File: config.mk
export PLATFORM = sky130hd
export DESIGN_NAME = hazard_ctrl_unit
export DESIGN_NICKNAME = d
export VERILOG_FILES = /design/src/rtl/hazard_ctrl_unit.sv
export SDC_FILE = /design/constraint.sdc
export NUM_CORES = 1
export LEC_CHECK = 0
export CELL_PAD_IN_SITES_DETAIL_PLACEMENT = 1
export CELL_PAD_IN_SITES_GLOBAL_PLACEMENT = 1
export CORE_MARGIN = 4
export CORE_UTILIZATION = 35
export CTS_BUF_LIST = sky130_fd_sc_hd__clkbuf_8 sky130_fd_sc_hd__clkbuf_16
export DETAILED_ROUTE_END_ITERATION = 8
export GPL_TIMING_DRIVEN = 0
export PLACE_DENSITY_LB_ADDON = 0.1
export SLEW_MARGIN = 5
export SYNTH_ARGS = -nofsm -noshare
export SYNTH_HDL_FRONTEND = slang
export SYNTH_SLANG_ARGS = --single-unit
File: constraint.sdc
create_clock -name clk -period 5 [get_ports clk]
set_input_delay 1 -clock clk [delete_from_list [all_inputs] [get_ports clk]]
set_output_delay 1 -clock clk [all_outputs]
set_load 0.02 [all_outputs]
File: src/rtl/hazard_ctrl_unit.sv
// Load-use / branch / memory-wait hazard controller sitting beside the ID stage.
// Drives stall, bubble, flush and freeze controls and keeps saturating event counters.
module hazard_ctrl_unit #(
    parameter int unsigned REG_W       = 3,
    parameter int unsigned LOAD_LAT    = 1,
    parameter int unsigned CNT_W       = 16,
    parameter int unsigned ZERO_REG_EN = 1
) (
    input  logic             clk,
    input  logic             rst,
    input  logic [REG_W-1:0] id_rs,
    input  logic [REG_W-1:0] id_rt,
    input  logic             id_rs_used,
    input  logic             id_rt_used,
    input  logic             ex_memread,
    input  logic [REG_W-1:0] ex_wreg,
    input  logic             branch_taken,
    input  logic             mem_busy,
    input  logic             clr_cnt,
    output logic             pc_stall,
    output logic             if_id_stall,
    output logic             ctrl_mux,
    output logic             if_id_flush,
    output logic             pipe_freeze,
    output logic [CNT_W-1:0] stall_cnt,
    output logic [CNT_W-1:0] flush_cnt,
    output logic [CNT_W-1:0] freeze_cnt
);

    typedef enum logic {
        IDLE     = 1'b0,
        LU_STALL = 1'b1
    } state_t;

    state_t           state_q, state_d;
    logic [3:0]       bcnt_q, bcnt_d;
    logic [CNT_W-1:0] stall_cnt_q, flush_cnt_q, freeze_cnt_q;
    logic             match;
    logic             zero_blk;
    logic             inc_stall, inc_flush, inc_freeze;

    assign zero_blk = (ZERO_REG_EN != 0) && (ex_wreg == '0);
    assign match    = ex_memread && !zero_blk &&
                      ((id_rs_used && (id_rs == ex_wreg)) ||
                       (id_rt_used && (id_rt == ex_wreg)));

    always_comb begin
        state_d     = state_q;
        bcnt_d      = bcnt_q;
        pc_stall    = 1'b0;
        if_id_stall = 1'b0;
        ctrl_mux    = 1'b0;
        if_id_flush = 1'b0;
        pipe_freeze = 1'b0;
        inc_stall   = 1'b0;
        inc_flush   = 1'b0;
        inc_freeze  = 1'b0;
        if (rst) begin
            state_d = IDLE;
            bcnt_d  = '0;
        end else if (mem_busy) begin
            // Freeze holds FSM and bubble count; a taken branch waits in frozen EX.
            pipe_freeze = 1'b1;
            pc_stall    = 1'b1;
            if_id_stall = 1'b1;
            inc_freeze  = 1'b1;
        end else if (branch_taken) begin
            if_id_flush = 1'b1;
            ctrl_mux    = 1'b1;
            inc_flush   = 1'b1;
            state_d     = IDLE;
            bcnt_d      = '0;
        end else if (state_q == LU_STALL) begin
            pc_stall    = 1'b1;
            if_id_stall = 1'b1;
            ctrl_mux    = 1'b1;
            inc_stall   = 1'b1;
            bcnt_d      = bcnt_q - 4'd1;
            if (bcnt_q == 4'd1) begin
                state_d = IDLE;
            end
        end else if (match) begin
            pc_stall    = 1'b1;
            if_id_stall = 1'b1;
            ctrl_mux    = 1'b1;
            inc_stall   = 1'b1;
            if (LOAD_LAT > 1) begin
                state_d = LU_STALL;
                bcnt_d  = 4'(LOAD_LAT - 1);
            end
        end
    end

    function automatic logic [CNT_W-1:0] sat_next(input logic [CNT_W-1:0] c,
                                                   input logic inc,
                                                   input logic clr);
        if (clr) begin
            return '0;
        end else if (inc && (c != '1)) begin
            return c + 1'b1;
        end
        return c;
    endfunction

    always_ff @(posedge clk) begin
        if (rst) begin
            state_q      <= IDLE;
            bcnt_q       <= '0;
            stall_cnt_q  <= '0;
            flush_cnt_q  <= '0;
            freeze_cnt_q <= '0;
        end else begin
            state_q      <= state_d;
            bcnt_q       <= bcnt_d;
            stall_cnt_q  <= sat_next(stall_cnt_q, inc_stall, clr_cnt);
            flush_cnt_q  <= sat_next(flush_cnt_q, inc_flush, clr_cnt);
            freeze_cnt_q <= sat_next(freeze_cnt_q, inc_freeze, clr_cnt);
        end
    end

    assign stall_cnt  = stall_cnt_q;
    assign flush_cnt  = flush_cnt_q;
    assign freeze_cnt = freeze_cnt_q;

endmodule

==> notes.md, run 1 <==
### Die
* 97.91 µm — DIE WIDTH
* 0.007807 mm² — floorplan core area
* 70 — I/O Pins

### Status
* finished, final reports clean — status

### Final timing
* 0 — final count of hold timing violations
* 0 — number of setup violations in the final report
* 0.4946 ns — worst hold margin
* 0.4880 — remaining max-slew budget at the tightest pin
* 0.8423 — crit share post-route

### Setup path
* 2.93 ns — reg-to-reg setup timing slack
* 0.60 ns — longest individual stage delay on the worst path
* input pin — critical path launch point type
* sky130_fd_sc_hd__clkdlybuf4s50_1 — slowest library cell on the worst path
* in -> out — Critical Setup Path Class

### Final layout
* 0.2830 — flip-flop and latch share of the layout cell area
* 0 — Antenna diodes
* 956 — count of filler cells inserted in the layout
* 0.02704 — ClkCell Share
* 441 — layout net count

### Clock network
* 53 — TritonCTS Sinks
* 5 — clock buffer count from CTS
* 0 — number of instances resized during post-cts repair
* 0.30 ns — insertion delay at the late pin of the worst-skew pair

### Job
* 27 — total number of warnings across the stage logs

### Yosys
* sky130_fd_sc_hd__dfxtp_1 (53), sky130_fd_sc_hd__nor2_1 (42), sky130_fd_sc_hd__nand2_1 (26) — synth cell count leaders
* 0.1035 — aoi/oai-family share of the synthesized area
* 0.3751 — sequential cell area fraction in the yosys report
* sky130_fd_sc_hd__dfxtp_1 — cell type with the largest total area after synthesis
* 49 — Unique cell types
* 8.248 µm² — Avg Cell Area, Syn
* sky130_fd_sc_hd__dfxtp_1 — most used flip-flop cell
* 53 — Yosys reg bits

### Detailed routing
* 0 — post-detailed-route count of antenna-violating nets
* 5.366 — post-DR vias/cell
* 33 — number of DRC markers after the initial detailed-route iteration
* 15.08 µm — WL per Instance

### Pwr
* 267 µW — power drawn by the clock network
* 202.0 mW/mm² — Power Dens Cells
* 66.5 µW — Combinational Power

### Min path
* reg -> reg — class of the most critical hold timing path
* 2 — Hold Crit Depth

### Global routing
* 16 — largest net degree at the start of global routing
* met2 — highest-utilization routing layer at the global route stage

### Place
* 0.7588 ns — Post-Place Worst Slack
* 0.8027 — gpl congestion

Figure 1. M1 wires (run 1).
The bar under the picture is 20 µm long. Supply wires on this layer in grey.
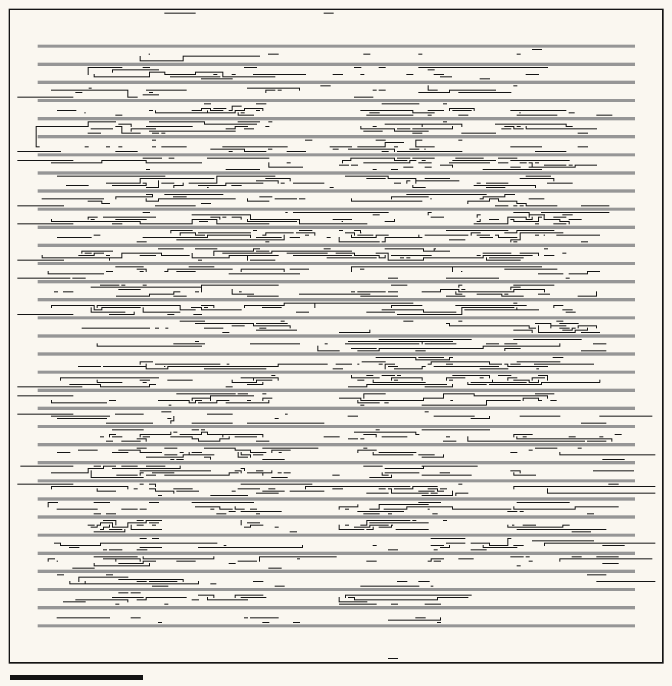
main direction = horizontal
wire length on this layer = 3770 µm
nets with wire on the layer = 399
longest straight run = 28.5 µm
share of all routed wire = 48%

Figure 2. Metal 2 (run 1).
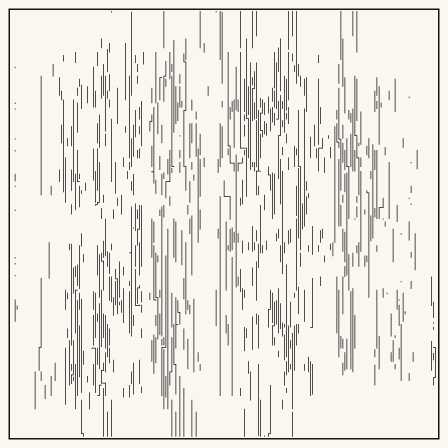
main direction = vertical
share of all routed wire = 48%
nets with wire on the layer = 393
longest straight run = 45.6 µm
met2 Usage GRT: 0.2785
WL final: 7870 µm
via count: 2801

Figure 3. Signal wires on met3 (run 1).
The bar under the picture is 20 µm long. Cells faint in the background.
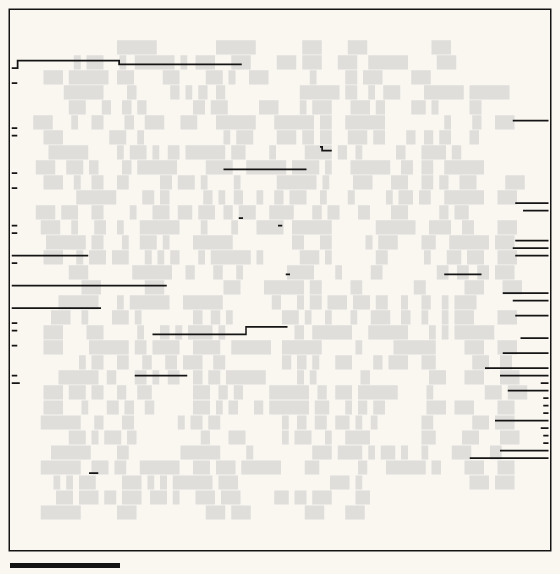
main direction = horizontal
nets with wire on the layer = 46
share of all routed wire = 3.8%
wire length on this layer = 302 µm
global-route met3 utilization: 0.03571

Figure 4. Selected gate families (run 1).
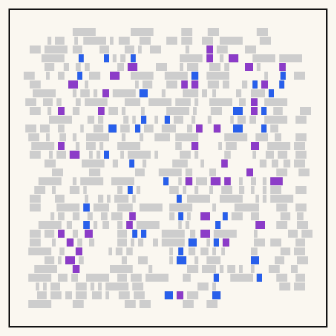
blue -> inverting AOI/OAI gates  # cells 39
purple -> AND and OR gates  # cells 41
number of cells in the finished layout apart from fillers: 522
Comb area share: 0.4453
highest-count logic cell in the final layout: sky130_fd_sc_hd__clkdlybuf4s50_1

==> run 2: changes to the inputs <==
clock period = 4.18 ns   (was 5 ns; I/O delays follow)
Figure 5. Selected gate families (run 2).
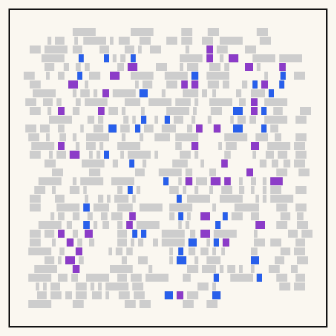
blue -> inverting AOI/OAI gates  # cells 39
purple -> AND and OR gates  # cells 41

Figure 6. Metal 2 (run 2).
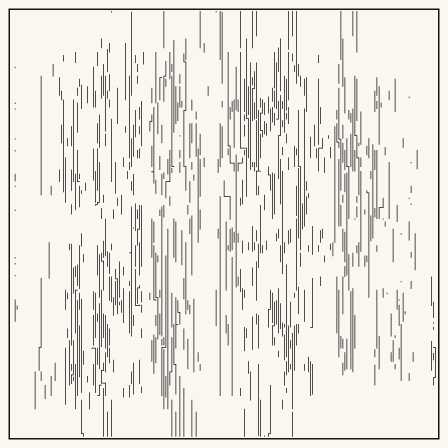
wire length on this layer = 3750 µm
nets with wire on the layer = 393
main direction = vertical
share of all routed wire = 48%

==> notes.md, run 2 <==
### Status
* finished, final reports clean — status, unchanged

### Pwr
* 320 µW — power drawn by the clock network, was 267 µW
* 79.6 µW — Combinational Power, was 66.5 µW
* 0.088 — Comb power frac, about the same
* 241.6 mW/mm² — Power Dens Cells, was 202.0 mW/mm²

### Final layout
* sky130_fd_sc_hd__clkdlybuf4s50_1 — highest-count logic cell in the final layout, unchanged
* 0.02704 — ClkCell Share, unchanged
* 0.4453 — Comb area share, unchanged
* 522 — number of cells in the finished layout apart from fillers, unchanged
* 0.2830 — flip-flop and latch share of the layout cell area, unchanged
* 0 — Antenna diodes, unchanged
* 441 — layout net count, unchanged

### Global routing
* 0.03571 — global-route met3 utilization, unchanged
* met2 — highest-utilization routing layer at the global route stage, unchanged
* 0.2785 — met2 Usage GRT, unchanged
* 16 — largest net degree at the start of global routing, unchanged

### Min path
* 2 — Hold Crit Depth, unchanged

### Yosys
* 49 — Unique cell types, unchanged
* 0 — fraction of registers with async set or reset after synthesis, unchanged
* 0.3751 — sequential cell area fraction in the yosys report, unchanged
* 8.248 µm² — Avg Cell Area, Syn, unchanged
* sky130_fd_sc_hd__dfxtp_1 — most used flip-flop cell, unchanged
* sky130_fd_sc_hd__dfxtp_1 — cell type with the largest total area after synthesis, unchanged
* 0.1035 — aoi/oai-family share of the synthesized area, unchanged

### Detailed routing
* 15.08 µm — WL per Instance, unchanged
* 5.366 — post-DR vias/cell, unchanged
* 2801 — via count, unchanged
* 33 — number of DRC markers after the initial detailed-route iteration, unchanged
* 0 — post-detailed-route count of antenna-violating nets, unchanged
* 7870 µm — WL final, unchanged

### Clock network
* 53 — TritonCTS Sinks, unchanged
* 0 — number of instances resized during post-cts repair, unchanged
* 0.30 ns — insertion delay at the late pin of the worst-skew pair, about the same

### Die
* 70 — I/O Pins, unchanged
* 97.91 µm — DIE WIDTH, unchanged
* 0.007807 mm² — floorplan core area, unchanged

### Place
* 0.2668 ns — Post-Place Worst Slack, was 0.7588 ns
* 0.8027 — gpl congestion, unchanged

### Final timing
* 0 — number of setup violations in the final report, unchanged
* 0.9291 — crit share post-route
* 0.4880 — remaining max-slew budget at the tightest pin, unchanged

### Job
* 27 — total number of warnings across the stage logs, unchanged

### Setup path
* input pin — critical path launch point type, unchanged
* in -> out — Critical Setup Path Class, unchanged

No activity file was given, so power comes from the tool's default toggle rates.
